$ cat config.mk
export PLATFORM = sky130hd
export DESIGN_NAME = bf_cfg_loader_flat
export DESIGN_NICKNAME = d
export VERILOG_FILES = /design/src/rtl/bf_pkg.sv /design/src/rtl/bf_cfg_loader_if.sv /design/src/rtl/bf_cfg_bank.sv /design/src/rtl/bf_cfg_loader.sv /design/src/flat_wrapper.sv
export SDC_FILE = /design/constraint.sdc
export NUM_CORES = 1
export LEC_CHECK = 0
export CAP_MARGIN = 20
export CORE_MARGIN = 10
export CORE_UTILIZATION = 55
export CTS_BUF_LIST = sky130_fd_sc_hd__clkbuf_8
export DETAILED_ROUTE_END_ITERATION = 8
export PLACE_DENSITY = 0.9
export SLEW_MARGIN = 40
export SYNTH_ARGS = -nofsm -noshare
export SYNTH_HDL_FRONTEND = slang
export SYNTH_SLANG_ARGS = --single-unit
$ cat constraint.sdc
create_clock -name clk -period 5.7 [get_ports clk]
set_input_delay 0.855 -clock clk [delete_from_list [all_inputs] [get_ports clk]]
set_output_delay 0.855 -clock clk [all_outputs]
set_load 0.005 [all_outputs]
$ cat src/rtl/bf_pkg.sv
// Shared definitions for the butterfly-network config loader.
//   STAGE_CFG_W  : config bits consumed by one stage of the default 32-bit network
//   BENES_STAGES : stage count of a Benes network of the default width
//   state_e      : loader FSM encoding
//   stage_lsb    : LSB of stage k's slice in a flattened config vector
package bf_pkg;

  localparam int unsigned BF_DATA_WIDTH = 32;
  localparam int unsigned STAGE_CFG_W   = BF_DATA_WIDTH / 2;

  function automatic int unsigned benes_stages(input int unsigned dw);
    return 2 * $clog2(dw) - 1;
  endfunction

  localparam int unsigned BENES_STAGES = benes_stages(BF_DATA_WIDTH);

  typedef enum logic [1:0] {
    StLoad  = 2'd0,
    StPend  = 2'd1,
    StDrain = 2'd2
  } state_e;

  function automatic int unsigned stage_lsb(input int unsigned k, input int unsigned w);
    return k * w;
  endfunction

endpackage

$ cat src/rtl/bf_cfg_loader_if.sv
// Config-word stream between a config source (master) and the loader (slave).
//   s_valid : word valid            (master -> slave)
//   s_ready : loader can accept     (slave  -> master)
//   s_data  : one stage config word (master -> slave)
//   s_last  : final word of a set   (master -> slave)
interface bf_cfg_loader_if #(
  parameter int unsigned DATA_WIDTH = 32
) ();

  logic                    s_valid;
  logic                    s_ready;
  logic [DATA_WIDTH/2-1:0] s_data;
  logic                    s_last;

  modport master (
    output s_valid,
    output s_data,
    output s_last,
    input  s_ready
  );

  modport slave (
    input  s_valid,
    input  s_data,
    input  s_last,
    output s_ready
  );

endinterface

$ cat src/rtl/bf_cfg_bank.sv
// Shadow register file: STAGE_NUM words of CFG_W bits.
//   clk, rst : clock, synchronous active-low reset
//   we/waddr/wdata : indexed word write
//   clr      : clear all words to zero (wins over a write in the same cycle)
//   rdata    : flattened contents, word k at [k*CFG_W +: CFG_W]
module bf_cfg_bank
  import bf_pkg::*;
#(
  parameter int unsigned STAGE_NUM = 9,
  parameter int unsigned CFG_W     = 16,
  parameter int unsigned CNT_W     = 4
) (
  input  logic                       clk,
  input  logic                       rst,
  input  logic                       we,
  input  logic [CNT_W-1:0]           waddr,
  input  logic [CFG_W-1:0]           wdata,
  input  logic                       clr,
  output logic [STAGE_NUM*CFG_W-1:0] rdata
);

  logic [CFG_W-1:0] mem_q [STAGE_NUM];

  always_ff @(posedge clk) begin
    if (!rst || clr) begin
      for (int k = 0; k < STAGE_NUM; k++) begin
        mem_q[k] <= '0;
      end
    end else if (we && (32'(waddr) < STAGE_NUM)) begin
      mem_q[waddr] <= wdata;
    end
  end

  always_comb begin
    rdata = '0;
    for (int k = 0; k < STAGE_NUM; k++) begin
      rdata[stage_lsb(k, CFG_W) +: CFG_W] = mem_q[k];
    end
  end

endmodule

$ cat src/rtl/bf_cfg_loader.sv
// Writer side of the butterfly-network config interface. Collects one config word
// per stage into a shadow bank, then copies the whole bank into the active config
// on a safe-boundary strobe so the permutation never changes mid-packet.
//   clk, rst    : clock, synchronous active-low reset
//   bus         : config-word stream (slave side)
//   swap_en     : safe-boundary strobe permitting shadow -> active swap
//   cfg_active  : active config, stage k at [k*DATA_WIDTH/2 +: DATA_WIDTH/2]
//   cfg_pending : complete shadow set waiting for swap_en
//   cfg_err     : one-cycle pulse per malformed (short or long) set
//   cfg_epoch   : completed swap count, wraps
module bf_cfg_loader
  import bf_pkg::*;
#(
  parameter int unsigned DATA_WIDTH = 32,
  parameter int unsigned STAGE_NUM  = 9,
  parameter int unsigned CNT_W      = 4
) (
  input  logic                              clk,
  input  logic                              rst,
  bf_cfg_loader_if.slave                    bus,
  input  logic                              swap_en,
  output logic [STAGE_NUM*DATA_WIDTH/2-1:0] cfg_active,
  output logic                              cfg_pending,
  output logic                              cfg_err,
  output logic [7:0]                        cfg_epoch
);

  localparam int unsigned CfgW = DATA_WIDTH / 2;
  localparam logic [CNT_W-1:0] LastIdx = CNT_W'(STAGE_NUM - 1);

  state_e                    state_q, state_d;
  logic [CNT_W-1:0]          cnt_q, cnt_d;
  logic                      err_q, err_d;
  logic [7:0]                epoch_q;
  logic [STAGE_NUM*CfgW-1:0] active_q;
  logic [STAGE_NUM*CfgW-1:0] shadow;

  logic xfer;
  logic bank_we;
  logic bank_clr;
  logic swap;

  assign bus.s_ready = (state_q != StPend);
  assign xfer        = bus.s_valid & bus.s_ready;

  bf_cfg_bank #(
    .STAGE_NUM (STAGE_NUM),
    .CFG_W     (CfgW),
    .CNT_W     (CNT_W)
  ) u_bank (
    .clk   (clk),
    .rst   (rst),
    .we    (bank_we),
    .waddr (cnt_q),
    .wdata (bus.s_data),
    .clr   (bank_clr),
    .rdata (shadow)
  );

  always_comb begin
    state_d  = state_q;
    cnt_d    = cnt_q;
    err_d    = 1'b0;
    bank_we  = 1'b0;
    bank_clr = 1'b0;
    swap     = 1'b0;
    unique case (state_q)
      StLoad: begin
        if (xfer) begin
          bank_we = 1'b1;
          cnt_d   = cnt_q + CNT_W'(1);
          if (bus.s_last) begin
            cnt_d = '0;
            if (cnt_q == LastIdx) begin
              state_d = StPend;
            end else begin
              // Short set: drop the partial shadow so the next set starts clean.
              err_d    = 1'b1;
              bank_clr = 1'b1;
            end
          end else if (cnt_q == LastIdx) begin
            // Long set: swallow the rest of it up to its s_last.
            err_d   = 1'b1;
            cnt_d   = '0;
            state_d = StDrain;
          end
        end
      end
      StPend: begin
        if (swap_en) begin
          swap    = 1'b1;
          state_d = StLoad;
        end
      end
      StDrain: begin
        if (xfer && bus.s_last) begin
          bank_clr = 1'b1;
          cnt_d    = '0;
          state_d  = StLoad;
        end
      end
      default: begin
        bank_clr = 1'b1;
        cnt_d    = '0;
        state_d  = StLoad;
      end
    endcase
  end

  always_ff @(posedge clk) begin
    if (!rst) begin
      state_q  <= StLoad;
      cnt_q    <= '0;
      err_q    <= 1'b0;
      epoch_q  <= 8'd0;
      active_q <= '0;
    end else begin
      state_q <= state_d;
      cnt_q   <= cnt_d;
      err_q   <= err_d;
      if (swap) begin
        active_q <= shadow;
        epoch_q  <= epoch_q + 8'd1;
      end
    end
  end

  assign cfg_active  = active_q;
  assign cfg_pending = (state_q == StPend);
  assign cfg_err     = err_q;
  assign cfg_epoch   = epoch_q;

endmodule

$ cat src/flat_wrapper.sv
// flat-port wrapper written by rule: the top's interface ports become plain ports
module bf_cfg_loader_flat import bf_pkg::*;
#(
  parameter int unsigned DATA_WIDTH = 32,
  parameter int unsigned STAGE_NUM  = 9,
  parameter int unsigned CNT_W      = 4
)
  (clk, rst, swap_en, cfg_active, cfg_pending, cfg_err, cfg_epoch, bus_s_valid, bus_s_data, bus_s_last, bus_s_ready);
  bf_cfg_loader_if #(.DATA_WIDTH(DATA_WIDTH)) bus_i ();
  input  logic clk;
  input  logic rst;
  input  logic swap_en;
  output logic [STAGE_NUM*DATA_WIDTH/2-1:0] cfg_active;
  output logic cfg_pending;
  output logic cfg_err;
  output logic [7:0] cfg_epoch;
  input wire logic [$bits(bus_i.s_valid)-1:0] bus_s_valid;
  input wire logic [$bits(bus_i.s_data)-1:0] bus_s_data;
  input wire logic [$bits(bus_i.s_last)-1:0] bus_s_last;
  output wire logic [$bits(bus_i.s_ready)-1:0] bus_s_ready;
  assign bus_i.s_valid = bus_s_valid;
  assign bus_i.s_data = bus_s_data;
  assign bus_i.s_last = bus_s_last;
  assign bus_s_ready = bus_i.s_ready;
  bf_cfg_loader #(.DATA_WIDTH(DATA_WIDTH), .STAGE_NUM(STAGE_NUM), .CNT_W(CNT_W)) u_core (.clk(clk), .rst(rst), .bus(bus_i), .swap_en(swap_en), .cfg_active(cfg_active), .cfg_pending(cfg_pending), .cfg_err(cfg_err), .cfg_epoch(cfg_epoch));
endmodule
==> out/metrics.cfg, run 1 <==
[outcome]
status=completed

[logic_synthesis]
async_reset_ff_share_pct=0
synth_cell_types=33
common_cells=303 x nand2_1, 159 x dfxtp_1, 152 x a21oi_1
yosys.area.top_type=edfxtp_1

[clock_tree]
clkSinkCount=303
hold_buffers=0
cts_buffers=46

[final_timing]
period_needed_ns=3.75
min_period_over_period_pct=65.8
clock.fmax_ghz=0.267
fin_skew_ns=0.0393

[floorplanning]
dieArea_um2=26300

[critical_path]
start_kind=flop

[global_routing]
antenna_found_initial=1

[flow_run]
max_cap_violations=0

[place]
gp_congestion=0.818
dp_hpwl_um=18200

[power_and_ir_drop]
peakVddDrop_mv=0.202
p_leak_uw=0.00506

run 1: path summary, 6_finish.rpt:
check | end | cells past startpoint | slack, ns | startpoint
setup / recovery | u_core.u_bank.mem_q[5][9] | 11 | 1.95 | u_core.cnt_q[0]
hold / removal | u_core.cfg_active[57] | 2 | 0.45 | u_core.cfg_active[57]
setup reg to reg | u_core.u_bank.mem_q[5][9] | 11 | 1.95 | u_core.cnt_q[0]
hold reg to reg | u_core.cfg_active[57] | 2 | 0.45 | u_core.cfg_active[57]
run 1: kinds of logic (layout without fill, tap and decap cells):
family | after synthesis | after routing | share of synthesized area, %
adders and majority gates | 6 | 6 | 0.674
buffers and inverters | 78 | 274 | 2.94
AOI/OAI and AO/OA | 158 | 158 | 7.25
DFF | 303 | 303 | 67.4
xor gates and xnor gates | 6 | 6 | 0.472
and+or+nand+nor | 500 | 500 | 21.2
run 1: stage by stage:
step                      util, %  total power [uW]  setup WS, ns  cell area (um2)
after global placement       65.8              2500          1.79            13000
after global routing         70.8              4390          1.74            14000
final                        70.8              4270          1.95            14000
after detailed placement     65.9              2510          1.61            13000
after CTS                    70.8              4280          2.03            14000
after floorplan                 -              2440          2.89            11100
run 1: sequential cells by signal (all words and copies together), names as in the netlist:
| name | flops |
|---|---|
| u_core.cfg_active | 144 |
| u_core.u_bank.mem_q | 144 |
| u_core.cfg_epoch | 8 |
| u_core.cnt_q | 4 |
| u_core.state_q | 2 |
| u_core.cfg_err | 1 |
run 1: layer usage:
layer  up-vias  GRT usage, %  routed length (um)
met5         -             0                   0
met4         0          7.94                 766
met3        54          5.59                2780
met2       364          35.7               14100
met1      3868          26.7               11500
li1       3829             -                   -
run 1: area by class of cell:
type | instances | area, um2
clock buffers | 58 | 798
clock inverters | 28 | 154
fillers | 1317 | 5760
inverters | 7 | 31.3
multi-input cells | 670 | 3340
flip-flops and latches | 303 | 7510
well taps | 265 | 332
repair buffers | 181 | 1800
run 1: report_power, final:
group	total, uW	switching [uW]	leakage [uW]	internal, uW
clock	1810	840	0.000545	968
combinational	113	89.6	0.00169	23.9
sequential	2350	20.2	0.00282	2330
total	4270	949	0.00506	3330
run 1: critical path, stage by stage, from the launching register on:
cell	delay, ns
dfxtp_1	0.35
inv_1	0.13
ha_1	0.22
nand2_1	0.08
nor2_1	0.13
inv_1	0.11
ha_1	0.26
nand2b_1	0.20
nor4_4	0.35
buf_4	0.37
and3_1	0.48
nand2b_1	0.68
run 1: layout by cell type, fill, tap and decap left out, types with 2 or more instances in the layout:
master	n
xor2_1	3
dfxtp_1	159
clkbuf_8	58
inv_1	19
clkinv_2	8
nor2_1	11
nand4_1	4
clkdlybuf4s50_1	175
nand2b_1	10
o21ai_0	3
nand2_1	302
ha_1	6
nor2b_1	3
nand3_1	3
clkinv_1	2
nor3_1	4
buf_4	6
or3_1	3
and3b_1	2
edfxtp_1	144
xnor2_1	3
and3_1	37
clkinvlp_4	2
a21oi_1	152
inv_6	2
and2_1	112
Fig. 1: run 1, metal layers overlaid
(1.5 px per um) Only two layers are drawn.
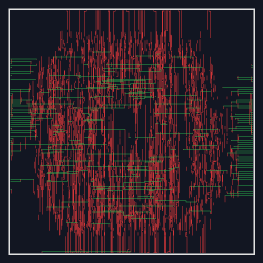
Key: metal 2 = red [wire length 14100 um]; metal 3 = green [wire length 2780 um]
detailed-route via count: 8115
total global-route track usage: 21.6%
final wirelength: 29200 um
drt wl/cell: 19.3 um

Fig. 2: run 1, I/O nets highlighted
(1.5 px per um)
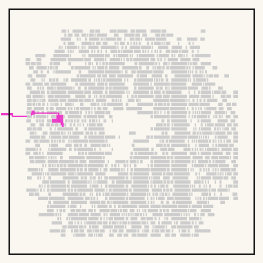
Key: `swap_en` = magenta [direction input, edge west, end cells 4, buffers 1, wire 40.7 um]
I/O Buffers: 175
io pins: 176

Fig. 3: run 1, I/O pins on the die edge
(3 px per um) Pins as bars across the die edge, other pins in grey.
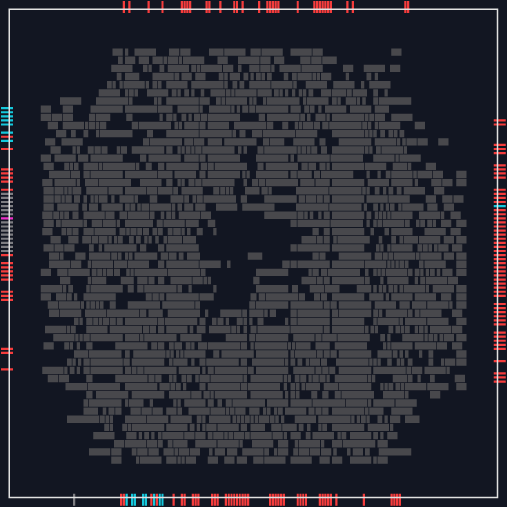
Key: `swap_en` = magenta [pins 1, direction input, edge west]; `cfg_active` = red [pins 144, direction output, edge 50 east, 43 south, 32 north, 19 west]; `bus_s_data` = cyan [pins 16, direction input, edge 8 south, 7 west, 1 east]
All pins by edge: 52 south, 51 east, 41 west, 32 north.
die height: 162 um
chip width: 162 um

## Run 2: what changed since run 1
==> constraint.sdc (replaced) <==
create_clock -name clk -period 3.8 [get_ports clk]
set_input_delay 0.57 -clock clk [delete_from_list [all_inputs] [get_ports clk]]
set_output_delay 0.57 -clock clk [all_outputs]
set_load 0.005 [all_outputs]
Fig. 4: run 2, metal 2
(3 px per um)
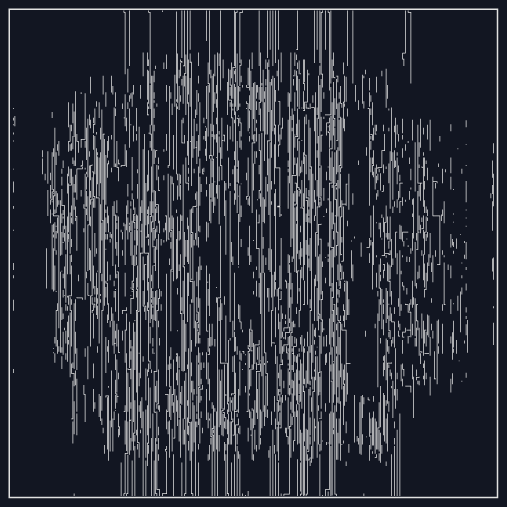
The longest straight run is 80.9 um. 1059 nets have wire on it. The layer holds 48% of the routed length. The wires run mostly vertical.
final wirelength: 28900 um
met2 Use GR: 35.2%
detailed-route via count: 8128

==> run 2 against run 1 <==
Area after synthesis unchanged. Fmax up 15%. Register-to-register slack got worse by 1.4 ns. Hold slack lost 0.00081 ns. Non-clock buffer count is 9 higher. Final area grew 0.28%. Sequential power up about 50%. Routed wire length decreased by 0.98%. Total power up 47%. Critical path depth unchanged. Die size did not move. Global-route usage shrank 0.29 points. Critical endpoint is now u_core.u_bank.mem_q[1][7].
==> out/metrics.cfg, run 2 <==
[floorplanning]
rows=51
fp.dieH_um=162  ; unchanged
die_width_um=162  ; unchanged
ios=176  ; unchanged

[outcome]
status=completed

[flow_run]
max_cap_violations=0  ; unchanged

[detailed_routing]
drt_iter0_markers=637
firstDrtPassIters=5
wl_per_cell_um=19.0  ; -1.5%

[final_timing]
period_needed_ns=3.27  ; -0.482 ns
fin_skew_ns=0.0139  ; -0.0254 ns

[power_and_ir_drop]
p_int_uw=4930  ; +48%
swShare_pct=21.8  ; -0.41 points
p_leak_uw=0.00512  ; +1.3%
combPwrFrac_pct=2.7  ; about the same
seq_power_share_pct=56.0  ; +0.9 points
switchingPower_uw=1370  ; +45%

[logic_synthesis]
compound_area_share_pct=7.25  ; unchanged
async_reset_ff_share_pct=0  ; unchanged
common_cells=303 x nand2_1, 159 x dfxtp_1, 152 x a21oi_1
synth_cell_types=33  ; unchanged
synthMuxAreaShare_pct=0  ; unchanged
yosys.area.top_type=edfxtp_1
xor_share_pct=0.472  ; unchanged
logic_family=simple AND/OR/NAND/NOR gates
synthAdderAreaFrac_pct=0.674  ; unchanged
ys_sh_simple_pct=21.2  ; unchanged

[finish]
regArea_um2=7510  ; unchanged
n_fill_cell=1407  ; +6.8%
final_common_cell=nand2_1
logic_area_um2=3320  ; -0.60%
fin_area_um2=14000  ; +0.28%
layout_top_cells=302 x nand2_1, 175 x clkdlybuf4s50_1, 159 x dfxtp_1

[critical_path]
r2r_slack_ns=0.53  ; -1.42 ns

[clock_tree]
hold_buffers=0  ; unchanged
clkSinkCount=303  ; unchanged
cts_buffers=46  ; unchanged

[global_routing]
antenna_found_initial=2  ; +1
grt.total_usage_pct=21.3  ; -0.29 points

[place]
place_area_um2=13100  ; +0.57%
portBuffers=175  ; unchanged

run 2: cell counts after synthesis:
Identical to the previous run, type by type.
run 2: final timing paths:
check | from | to | cells past startpoint
min | u_core.cfg_active[84] | u_core.cfg_active[84] | 2
max reg2reg | u_core.cnt_q[0] | u_core.u_bank.mem_q[1][7] | 11
min reg2reg | u_core.cfg_active[84] | u_core.cfg_active[84] | 2
max | u_core.cnt_q[0] | u_core.u_bank.mem_q[1][7] | 11
run 2: cell type report:
cell class | count | share of cell area (%)
clock buffers | 59 | 5.80
clock inverters | 26 | 0.751
inverters | 7 | 0.206
multi-input cells | 670 | 23.7
flip-flops and latches | 303 | 53.6
well taps | 265 | 2.37
repair buffers | 190 | 13.5
run 2: power groups by stage:
stage	logic [uW]	clock network [uW]	registers, uW
3_3_place_gp	164	0	3590
4_1_cts	171	2620	3530
3_5_place_dp	168	0	3600
2_1_floorplan	76.9	0	3580
6_report	172	2600	3530
5_1_grt	182	2780	3530
run 2: routing by layer:
layer  wire length (um)  share of wire, %  track usage (%)
met5                  0                 0                0
met1              11500                40             26.1
met4                827               2.9             8.19
met2              14000                48             35.2
met3               2560               8.9             5.59
run 2: logic make-up (layout without fill, tap and decap cells):
| kind of cell | Yosys count | count (layout) |
|---|---|---|
| adder cells (fa/ha/maj) | 6 | 6 |
| AND-OR/OR-AND | 158 | 158 |
| AND/OR/NAND/NOR | 500 | 500 |
| buffers and inverters | 78 | 282 |
| XOR/XNOR | 6 | 6 |
| flip-flops | 303 | 303 |
run 2: critical path: stages (launching register included):
cell,delay (ns)
dfxtp_1,0.35
inv_1,0.12
ha_1,0.19
nand2_1,0.08
nor2_1,0.13
inv_1,0.11
ha_1,0.24
nand2b_1,0.19
nor4_4,0.26
buf_4,0.37
and3b_1,0.25
nand2b_1,0.59
run 2: per-stage QoR:
stage | instances | setup WS [ns] | power, uW | utilization (%)
after floorplan | 1051 | 1.01 | 3660 | -
final | 1520 | 0.531 | 6300 | 71.0
after detailed placement | 1435 | 0.378 | 3760 | 66.3
after global placement | 1435 | 0.546 | 3760 | 66.3
after CTS | 1520 | 0.538 | 6320 | 71.0
after global routing | 1520 | 0.302 | 6500 | 71.0
Power figures rest on the tool's default switching activity, not on a simulated workload.
